## src/rtl/snake_pkg.sv

```systemverilog
// Shared snake-game constants and the food placement FSM state type.
package snake_pkg;
  localparam int GRID_BITS = 6;
  localparam int POS_W     = 7;
  localparam int CELLS     = 64;

  typedef enum logic [1:0] {
    IDLE  = 2'd0,
    CHECK = 2'd1,
    FULL  = 2'd2
  } state_t;
endpackage

```

## src/rtl/food_generator_lfsr16.sv

```systemverilog
// 16-bit Fibonacci LFSR (taps 16,14,13,11), free-running, reloads seed on reset.
module lfsr16 (
  input  logic        clk,
  input  logic        rst,
  input  logic [15:0] seed,
  output logic [15:0] q
);
  logic [15:0] q_reg;
  logic        fb;

  // Right-shifting form: tap k lives in bit 16-k.
  assign fb = q_reg[0] ^ q_reg[2] ^ q_reg[3] ^ q_reg[5];
  assign q  = q_reg;

  always_ff @(posedge clk or negedge rst) begin
    if (!rst) begin
      q_reg <= seed;
    end else begin
      q_reg <= {fb, q_reg[15:1]};
    end
  end
endmodule

```

## src/rtl/food_generator.sv

```systemverilog
// Food placement: random candidate from an LFSR, linear probe past occupied cells.
// FOOD_OCC_CHECK_EN enables the body-occupancy probe (occ_addr / occ_hit).
module food_generator
  import snake_pkg::*;
#(
  parameter logic [15:0] LFSR_SEED = 16'hACE1
) (
  input  logic                 clk,
  input  logic                 rst,
  input  logic                 gen,
  input  logic [POS_W-1:0]     head,
  input  logic                 occ_hit,
  output logic [GRID_BITS-1:0] occ_addr,
  output logic [POS_W-1:0]     food,
  output logic                 busy,
  output logic                 board_full
);
  logic [15:0]          lfsr_q;
  state_t               state_reg, state_next;
  logic [GRID_BITS-1:0] cand_reg, cand_next;
  logic [GRID_BITS:0]   probe_reg, probe_next;
  logic [POS_W-1:0]     food_reg, food_next;
  logic                 busy_reg, busy_next;
  logic                 full_reg, full_next;
  logic                 occupied;

  lfsr16 u_lfsr (
    .clk  (clk),
    .rst  (rst),
    .seed (LFSR_SEED),
    .q    (lfsr_q)
  );

`ifdef FOOD_OCC_CHECK_EN
  logic unused_bits;
  assign unused_bits = ^{head[6], lfsr_q[15:6]};
  assign occupied    = (cand_reg == head[5:0]) || occ_hit;
  assign occ_addr    = (state_reg == CHECK) ? cand_reg : '0;
`else
  logic unused_bits;
  assign unused_bits = ^{occ_hit, head[6], lfsr_q[15:6]};
  assign occupied    = (cand_reg == head[5:0]);
  assign occ_addr    = '0;
`endif

  assign food       = food_reg;
  assign busy       = busy_reg;
  assign board_full = full_reg;

  always_ff @(posedge clk or negedge rst) begin
    if (!rst) begin
      state_reg <= IDLE;
      cand_reg  <= '0;
      probe_reg <= '0;
      food_reg  <= '0;
      busy_reg  <= 1'b0;
      full_reg  <= 1'b0;
    end else begin
      state_reg <= state_next;
      cand_reg  <= cand_next;
      probe_reg <= probe_next;
      food_reg  <= food_next;
      busy_reg  <= busy_next;
      full_reg  <= full_next;
    end
  end

  always_comb begin
    state_next = state_reg;
    cand_next  = cand_reg;
    probe_next = probe_reg;
    food_next  = food_reg;
    busy_next  = busy_reg;
    full_next  = full_reg;
    case (state_reg)
      IDLE: begin
        if (gen) begin
          cand_next    = lfsr_q[GRID_BITS-1:0];
          food_next[6] = 1'b0;
          probe_next   = '0;
          busy_next    = 1'b1;
          state_next   = CHECK;
        end
      end
      CHECK: begin
        if (!occupied) begin
          food_next  = {1'b1, cand_reg};
          busy_next  = 1'b0;
          state_next = IDLE;
        end else begin
          cand_next  = cand_reg + 6'd1;
          probe_next = probe_reg + 7'd1;
          // The 64th occupied probe means every cell has been tried.
          if (probe_reg == 7'(CELLS - 1)) begin
            full_next  = 1'b1;
            busy_next  = 1'b0;
            state_next = FULL;
          end
        end
      end
      FULL: begin
        state_next = FULL;
      end
      default: begin
        state_next = IDLE;
      end
    endcase
  end
endmodule

```

## config.mk

```make
export PLATFORM = sky130hd
export DESIGN_NAME = food_generator
export DESIGN_NICKNAME = d
export VERILOG_FILES = /design/src/rtl/snake_pkg.sv /design/src/rtl/food_generator_lfsr16.sv /design/src/rtl/food_generator.sv
export SDC_FILE = /design/constraint.sdc
export NUM_CORES = 1
export LEC_CHECK = 0
export ABC_AREA = 1
export CAP_MARGIN = 20
export CORE_ASPECT_RATIO = 1.25
export CORE_UTILIZATION = 30
export CTS_CLUSTER_SIZE = 10
export DETAILED_ROUTE_END_ITERATION = 10
export HOLD_SLACK_MARGIN = 0.05
export PLACE_DENSITY_LB_ADDON = 0.25
export SLEW_MARGIN = 20
export SYNTH_ARGS = -nofsm -noshare
export SYNTH_HDL_FRONTEND = slang
export SYNTH_SLANG_ARGS = --single-unit
export TNS_END_PERCENT = 1
```

## constraint.sdc

```tcl
create_clock -name clk -period 1.8 [get_ports clk]
set_input_delay 0.36 -clock clk [delete_from_list [all_inputs] [get_ports clk]]
set_output_delay 0.36 -clock clk [all_outputs]
set_load 0.02 [all_outputs]
```

==> impl_metrics.tcl <==
# yosys + openroad results
set metrics [dict create \
    syn_inst 232 \
    intPower_mw 1.34 \
    synth_flop_count 40 \
    layout-drive-gt1-share 0.141 \
    buffer_area_frac 0.103 \
    crit_family "buffers and inverters" \
    r2r-start "cand_reg[2]" \
    largest_cell_class "sequential cells" \
    use_met2 0.201 \
    grt_pass1_wl_microns 6220 \
    std_cell_rows 32 \
    slew_headroom 0.663 \
    tightest_slew_ns 0.505 \
    reg2reg_depth 9 \
    num-fill-cells 677 \
    placed_cells 333 \
    crit_start "board_full" \
    ant_nets 0 \
    finalPower_mw 1.71 \
    clockBufferDepth 2 \
    ys_sh_simple 0.309 \
    endpoint "board_full" \
    instances_no_fill 341 \
    finalSetupViolCount 0 \
    met3_usage 0.0344 \
    seq_cells 40 \
    mux_area_frac 0 \
    place_area_sq_um 2180 \
    comb_area_sq_um 722 \
    dp_hpwl_microns 2530 \
    swShare 0.218 \
    fin_setup_tns_ns 0 \
    yosysSeqAreaShare 0.529 \
    antenna_found_initial 0 \
    cts_tree "yes" \
    status "complete, no violations" \
    largest_register_ffs 16 \
    gr-max-usage-layer "met2" \
    port_buffers 17 \
    drc 0 \
    core_sq_um 6170 \
    synth_cell_types 25 \
    worst_hold_slack_ns 0.124 \
    finalHoldViolations 0 \
    area_growth_pct 20.0 \
    r2r_end "probe_reg[6]" \
    first_global_vias 1361 \
    synth_stat.cells 232 \
    logic_gate_count 157 \
    cp.required_ns 1.44 \
    n_antenna_cell 0 \
    postSynthAreaPerCell_sq_um 8.24 \
    vias 1426 \
    pin_count 26 \
    crit_type "reg2out" \
    finClkSkew_ns 0.00424 \
    final_core_util 0.372 \
    crit_fanout 2 \
    die_y_microns 91.3 \
    dieArea_sq_um 6700 \
    critPathSlowestCell "clkdlybuf4s50_1" \
    dr.pass1.iters 4 \
    nonClockBufferCount 23 \
    clock-sinks 40 \
    wl_met3_microns 108 \
    grt-ovfl-total 0 \
    fp-utilization 0.310 \
]
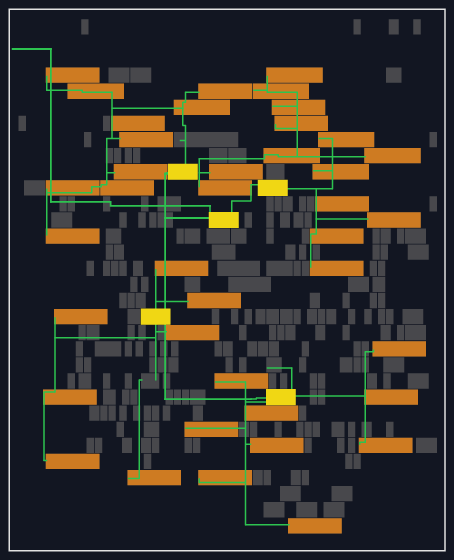
clock_wires.png
[green] clock wires | length: 530 microns
[orange] flip-flops | count: 40
[yellow] clock-net drivers | count: 5
routed clock nets	6
flops lie	widely spread

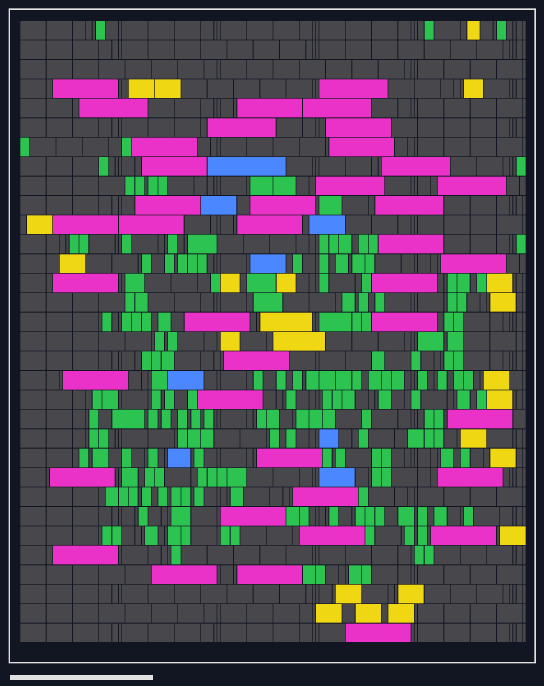
class_map.png
Scale bar: 20 microns. Fill, decap, tap and diode cells in gray.
color	class	cells
blue	clock drivers and dummy loads	8
yellow	remaining buffers and delay cells	23
green	remaining logic cells	185
magenta	registers	40

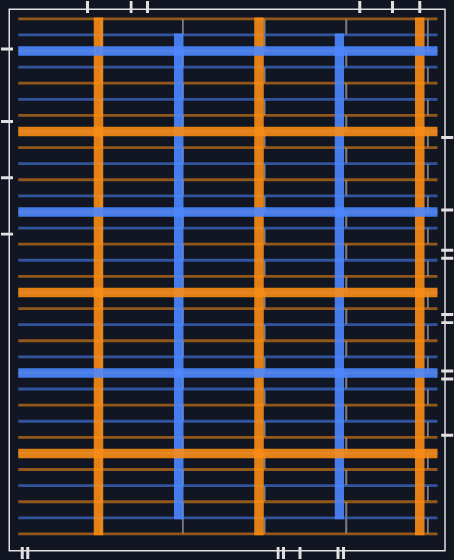
floorplan.png
Pins as bars on the die edge. Tap cells in gray.
color	net
orange	VSS
blue	VDD
rows	32
met5 straps	6

